### config.mk
export PLATFORM = sky130hd
export DESIGN_NAME = command_frame_tx_flat
export DESIGN_NICKNAME = d
export VERILOG_FILES = /design/src/rtl/command_frame_tx_if.sv /design/src/rtl/command_frame_tx.sv /design/src/flat_wrapper.sv
export SDC_FILE = /design/constraint.sdc
export NUM_CORES = 1
export LEC_CHECK = 0
export CAP_MARGIN = 5
export CELL_PAD_IN_SITES_DETAIL_PLACEMENT = 1
export CELL_PAD_IN_SITES_GLOBAL_PLACEMENT = 2
export CORE_AREA = 2 2 90 70
export CTS_BUF_LIST = sky130_fd_sc_hd__clkbuf_2
export DETAILED_ROUTE_END_ITERATION = 8
export DIE_AREA = 0 0 92 72
export DONT_BUFFER_PORTS = 1
export GPL_TIMING_DRIVEN = 0
export HOLD_SLACK_MARGIN = 0.05
export PLACE_DENSITY_LB_ADDON = 0.1
export SLEW_MARGIN = 20
export SYNTH_ARGS = -nofsm -noshare
export SYNTH_HDL_FRONTEND = slang
export SYNTH_SLANG_ARGS = --single-unit
### constraint.sdc
create_clock -name clk -period 5.49 [get_ports clk]
set_input_delay 1.098 -clock clk [delete_from_list [all_inputs] [get_ports clk]]
set_output_delay 1.098 -clock clk [all_outputs]
set_load 0.01 [all_outputs]
### src/rtl/command_frame_tx_if.sv
// Byte-stream link between the frame transmitter, its host,
// the payload RAM and the UART TX byte port.
interface command_frame_tx_if #(
  parameter int WORD_LENGTH = 8,
  parameter int ADDR_WIDTH  = 4
);
  logic                   start;
  logic [WORD_LENGTH-1:0] payload_length;
  logic [WORD_LENGTH-1:0] command_id;
  logic [ADDR_WIDTH-1:0]  rd_addr;
  logic [WORD_LENGTH-1:0] rd_data;
  logic [WORD_LENGTH-1:0] tx_data;
  logic                   tx_send;
  logic                   tx_done;
  logic                   busy;
  logic                   done;
  logic                   error;

  modport master (
    output start, payload_length, command_id,
    output rd_data, tx_done,
    input  rd_addr, tx_data, tx_send,
    input  busy, done, error
  );

  modport slave (
    input  start, payload_length, command_id,
    input  rd_data, tx_done,
    output rd_addr, tx_data, tx_send,
    output busy, done, error
  );
endinterface

### src/rtl/command_frame_tx.sv
// Serializes FE, N, cmd, payload[0..N-1], XOR checksum, EF
// into single-byte UART transfers.
module command_frame_tx #(
  parameter int WORD_LENGTH = 8,
  parameter int MAX_LEN     = 16,
  parameter int ADDR_WIDTH  = 4
) (
  input logic               clk,
  input logic               reset,
  command_frame_tx_if.slave bus
);

  typedef enum logic [2:0] {
    S_IDLE, S_LOAD, S_FETCH,
    S_SEND, S_WAIT, S_DONE
  } state_t;

  typedef enum logic [2:0] {
    F_HDR, F_LEN, F_CMD,
    F_PAY, F_CHK, F_TAIL
  } field_t;

  localparam logic [WORD_LENGTH-1:0] HDR =
    WORD_LENGTH'(8'hFE);
  localparam logic [WORD_LENGTH-1:0] TAIL =
    WORD_LENGTH'(8'hEF);
  localparam logic [WORD_LENGTH-1:0] MAXN =
    WORD_LENGTH'(MAX_LEN);
  localparam logic [WORD_LENGTH-1:0] ONE =
    WORD_LENGTH'(1);

  state_t                 state_q, state_d;
  field_t                 field_q, field_d;
  logic [WORD_LENGTH-1:0] len_q, len_d;
  logic [WORD_LENGTH-1:0] cmd_q, cmd_d;
  logic [WORD_LENGTH-1:0] chk_q, chk_d;
  logic [WORD_LENGTH-1:0] txd_q, txd_d;
  logic [ADDR_WIDTH-1:0]  idx_q, idx_d;
  logic                   err_q, err_d;
  logic                   len_ok;
  logic                   pay_last;

  assign len_ok = (bus.payload_length != '0) &&
                  (bus.payload_length <= MAXN);

  assign pay_last =
    (WORD_LENGTH'(idx_q) == len_q - ONE);

  always_comb begin
    state_d = state_q;
    field_d = field_q;
    len_d   = len_q;
    cmd_d   = cmd_q;
    chk_d   = chk_q;
    txd_d   = txd_q;
    idx_d   = idx_q;
    err_d   = 1'b0;
    unique case (state_q)
      S_IDLE: begin
        if (bus.start && len_ok) begin
          len_d   = bus.payload_length;
          cmd_d   = bus.command_id;
          field_d = F_HDR;
          idx_d   = '0;
          chk_d   = '0;
          state_d = S_LOAD;
        end else if (bus.start) begin
          err_d = 1'b1;
        end
      end
      S_LOAD: begin
        state_d = S_SEND;
        unique case (field_q)
          F_HDR: txd_d = HDR;
          F_LEN: txd_d = len_q;
          F_CMD: begin
            txd_d = cmd_q;
            chk_d = chk_q ^ cmd_q;
          end
          F_PAY: begin
            txd_d = bus.rd_data;
            chk_d = chk_q ^ bus.rd_data;
          end
          F_CHK: txd_d = chk_q;
          default: txd_d = TAIL;
        endcase
      end
      S_FETCH: state_d = S_LOAD;
      S_SEND:  state_d = S_WAIT;
      S_WAIT: begin
        // Only a tx_done seen here counts; elsewhere it is stray.
        if (bus.tx_done) begin
          unique case (field_q)
            F_HDR: begin
              field_d = F_LEN;
              state_d = S_LOAD;
            end
            F_LEN: begin
              field_d = F_CMD;
              state_d = S_LOAD;
            end
            F_CMD: begin
              field_d = F_PAY;
              state_d = S_FETCH;
            end
            F_PAY: begin
              if (pay_last) begin
                field_d = F_CHK;
                state_d = S_LOAD;
              end else begin
                idx_d   = idx_q + ADDR_WIDTH'(1);
                state_d = S_FETCH;
              end
            end
            F_CHK: begin
              field_d = F_TAIL;
              state_d = S_LOAD;
            end
            default: state_d = S_DONE;
          endcase
        end
      end
      S_DONE:  state_d = S_IDLE;
      default: state_d = S_IDLE;
    endcase
  end

  always_ff @(posedge clk or negedge reset) begin
    if (!reset) begin
      state_q <= S_IDLE;
      field_q <= F_HDR;
      len_q   <= '0;
      cmd_q   <= '0;
      chk_q   <= '0;
      txd_q   <= '0;
      idx_q   <= '0;
      err_q   <= 1'b0;
    end else begin
      state_q <= state_d;
      field_q <= field_d;
      len_q   <= len_d;
      cmd_q   <= cmd_d;
      chk_q   <= chk_d;
      txd_q   <= txd_d;
      idx_q   <= idx_d;
      err_q   <= err_d;
    end
  end

  assign bus.rd_addr = idx_q;
  assign bus.tx_data = txd_q;
  assign bus.tx_send = (state_q == S_SEND);
  assign bus.done    = (state_q == S_DONE);
  assign bus.busy    = (state_q != S_IDLE) &&
                       (state_q != S_DONE);
  assign bus.error   = err_q;

endmodule

### src/flat_wrapper.sv
// flat-port wrapper written by rule: the top's interface ports become plain ports
module command_frame_tx_flat 
#(
  parameter int WORD_LENGTH = 8,
  parameter int MAX_LEN     = 16,
  parameter int ADDR_WIDTH  = 4
)
  (clk, reset, bus_start, bus_payload_length, bus_command_id, bus_rd_data, bus_tx_done, bus_rd_addr, bus_tx_data, bus_tx_send, bus_busy, bus_done, bus_error);
  command_frame_tx_if #(.WORD_LENGTH(WORD_LENGTH), .ADDR_WIDTH(ADDR_WIDTH)) bus_i ();
  input logic clk;
  input logic reset;
  input wire logic [$bits(bus_i.start)-1:0] bus_start;
  input wire logic [$bits(bus_i.payload_length)-1:0] bus_payload_length;
  input wire logic [$bits(bus_i.command_id)-1:0] bus_command_id;
  input wire logic [$bits(bus_i.rd_data)-1:0] bus_rd_data;
  input wire logic [$bits(bus_i.tx_done)-1:0] bus_tx_done;
  output wire logic [$bits(bus_i.rd_addr)-1:0] bus_rd_addr;
  output wire logic [$bits(bus_i.tx_data)-1:0] bus_tx_data;
  output wire logic [$bits(bus_i.tx_send)-1:0] bus_tx_send;
  output wire logic [$bits(bus_i.busy)-1:0] bus_busy;
  output wire logic [$bits(bus_i.done)-1:0] bus_done;
  output wire logic [$bits(bus_i.error)-1:0] bus_error;
  assign bus_i.start = bus_start;
  assign bus_i.payload_length = bus_payload_length;
  assign bus_i.command_id = bus_command_id;
  assign bus_i.rd_data = bus_rd_data;
  assign bus_i.tx_done = bus_tx_done;
  assign bus_rd_addr = bus_i.rd_addr;
  assign bus_tx_data = bus_i.tx_data;
  assign bus_tx_send = bus_i.tx_send;
  assign bus_busy = bus_i.busy;
  assign bus_done = bus_i.done;
  assign bus_error = bus_i.error;
  command_frame_tx #(.WORD_LENGTH(WORD_LENGTH), .MAX_LEN(MAX_LEN), .ADDR_WIDTH(ADDR_WIDTH)) u_core (.clk(clk), .reset(reset), .bus(bus_i));
endmodule
Cell classes on the final placement:
Fill, decap, tap and diode cells in gray.
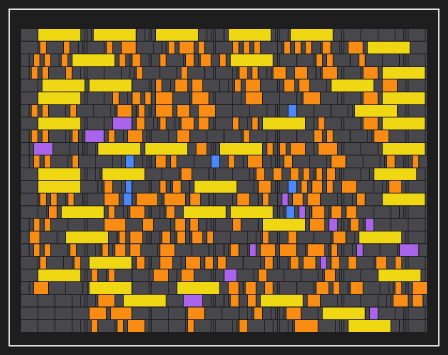
class	color	cells	share of their area
clock drivers and dummy loads	blue	7	1.4%
all other logic	orange	208	50%
flip-flops	yellow	43	44%
other buffers and delay cells	purple	14	4.0%
fraction of area in registers: 42.6%
Final Core Density: 44.3%
std cell rows: 24
Design Area, Final: 0.00253 mm^2
core footprint: 0.00571 mm^2

==> results.txt <==
run metrics: count of library flops with an enable pin 0, Arr. time, crit path 1.20 ns, CTS tree yes, # hold bufs at CTS 0, Total Power 1.35 mW, H-tree depth 2, # fillers 679, crit path buf inv count 1, CTS Sinks 43, pwr/cell area 533 mW/mm^2, global-route wire length before repair 10500 um, CP Cell Sequence buf_2 > nand2_1 > nor2_1, outcome complete, no violations, Avg Cell Area, Syn 9.04 um^2, Worst VDD drop 0.000172 V, final hold viol count 0, width of the die 92 um, Die Span Y 72 um, RSZ-0062 raised after global routing false, Iter 0 DRT Violations 59, vias 1891, Ports 44, Mapped Area 0.00240 mm^2, Max clock buf depth 2, slowest CP cell dfrtp_1, slowest stage delay, CP 0.36 ns, antenna violations before repair 0, fmax 0.434 GHz, Mapped Cells 265, Commonest Layout Cell nand2_1, yosys warns 0, Final period util 41.9%, final setup TNS 0 ns, top cell type by instance count after synthesis nand2_1, Root Buffer clkbuf_2, DRT antenna net count 0, WL per Instance 18.0 um, GP Congestion 0.760, # Cells Yosys 265, drt first pass iters 4, worst-path maximum fanout 8, Post-synth top cells nand2_1, dfrtp_1, a21oi_1, nor2_1, xnor2_1, max-cap viol count 0, dpl ws 2.91 ns, beginning of the critical path u_core.state_q[0], DRC violations left 0, Synth Flop Type dfrtp_1, HPWL after DPL 4760 um, Cell Type Count 50, Nets 302, Placed Cells 343, Worst R2R Setup Slack 3.35 ns, Worst Tran Pin Value 0.573 ns, Seq share, synth 44.9%, Worst Slack Setup Final 3.19 ns, Layout area overhead 5.48%, Post-CTS Setup Repair Bufs 0, top area contributor share 44.9%, fin. max-slew vios 0, post-CTS sizing 0, clk latency late pin 0.39 ns, vias in the first global route 1951, Yosys Chip Area 0.00240 mm^2, crit path DRT 4.39 ns, Log Warnings 26, chip area 0.00662 mm^2, leakage 1.15 nW, Rel. slew slack 61.5%, layout cells sized above 1 7.72%, n_diodes 0, DP Area 0.00249 mm^2, largest net degree at the start of global routing 44, Synth flops 43, total track usage 20.6%, top cells by area dfrtp_1, nand2_1, xnor2_1, mux2i_1, a21oi_1, total gr overflow 0, final wirelength 6300 um, Num CTS Buffers 5, Clock Skew 0.0193 ns, Top cells excl fill/tap nand2_1, dfrtp_1, a21oi_1, Setup crit end kind output pin, Synth area leader dfrtp_1, Reg clk slew, reported paths 0.22 ns, worst hold slack 0.354 ns, Final Critical Period 2.30 ns, final instance count without filler cells 350, # setup viols final 0, fp util 42.0%
Where the registers sit:
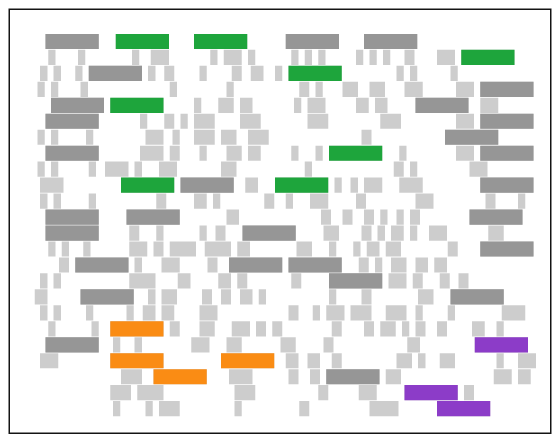
netlist name	color	flops
`u_core.state_q`	purple	3
`u_core.chk_q`	green	8
`u_core.bus.rd_addr`	orange	4
not colored	28
sequential cell power: 0.567 mW
FF/Latch Area: 0.00108 mm^2

## report_power, final
group	leakage (nW)	total, mW	switching (mW)	internal [mW]
sequential	0.537	0.567	0.128	0.439
combinational	0.585	0.651	0.382	0.269
clock	0.0262	0.127	0.100	0.0270
## layer usage
layer	vias to the layer above	global-route usage (%)	wire, um
met2	40	30.5	2650
met5	-	0	0
met4	0	3.98	39
met1	913	31.3	3260
li1	933	-	-
met3	5	4.47	339
## kinds of logic (layout without fill, tap and decap cells)
kind of cell / count (synthesis) / after routing / share of synthesized area, %
AND-OR/OR-AND: 61 / 61 / 17.2
XOR/XNOR: 14 / 14 / 5.12
adder cells (fa/ha/maj): 2 / 2 / 1.04
buffers and inverters: 21 / 28 / 5.22
flip-flops: 43 / 43 / 44.9
multiplexers: 11 / 11 / 4.65
AND/OR/NAND/NOR: 113 / 113 / 21.9
## area by class of cell
class                           instances  area, um^2  area share (%)
Multi-Input combinational cell        201        1190            47.3
Sequential cell                        43        1080            42.6
Buffer                                 14        97.6            3.86
Tap cell                               78        97.6            3.86
Inverter                                7        27.5            1.09
Clock buffer                            5        25.0           0.990
Clock inverter                          2        8.76           0.347
## worst paths after layout
path                                     end  cells past startpoint
setup reg to reg           u_core.field_q[0]                      7
setup / recovery                 bus_tx_send                      3
max in group asynchronous    u_core.chk_q[3]                      0
hold / removal               u_core.len_q[3]                      0
hold reg to reg              u_core.cmd_q[2]                      2
min in group clk             u_core.cmd_q[2]                      2
## worst reg2reg max path, cell delays in order (launching register included)
cell and delay, ns:
dfrtp_1 0.44, inv_1 0.10, ha_1 0.31, xnor2_1 0.14
a211oi_2 0.18, nand4_2 0.22, o211a_1 0.29, o32a_1 0.35
Power figures rest on the tool's default switching activity, not on a simulated workload.
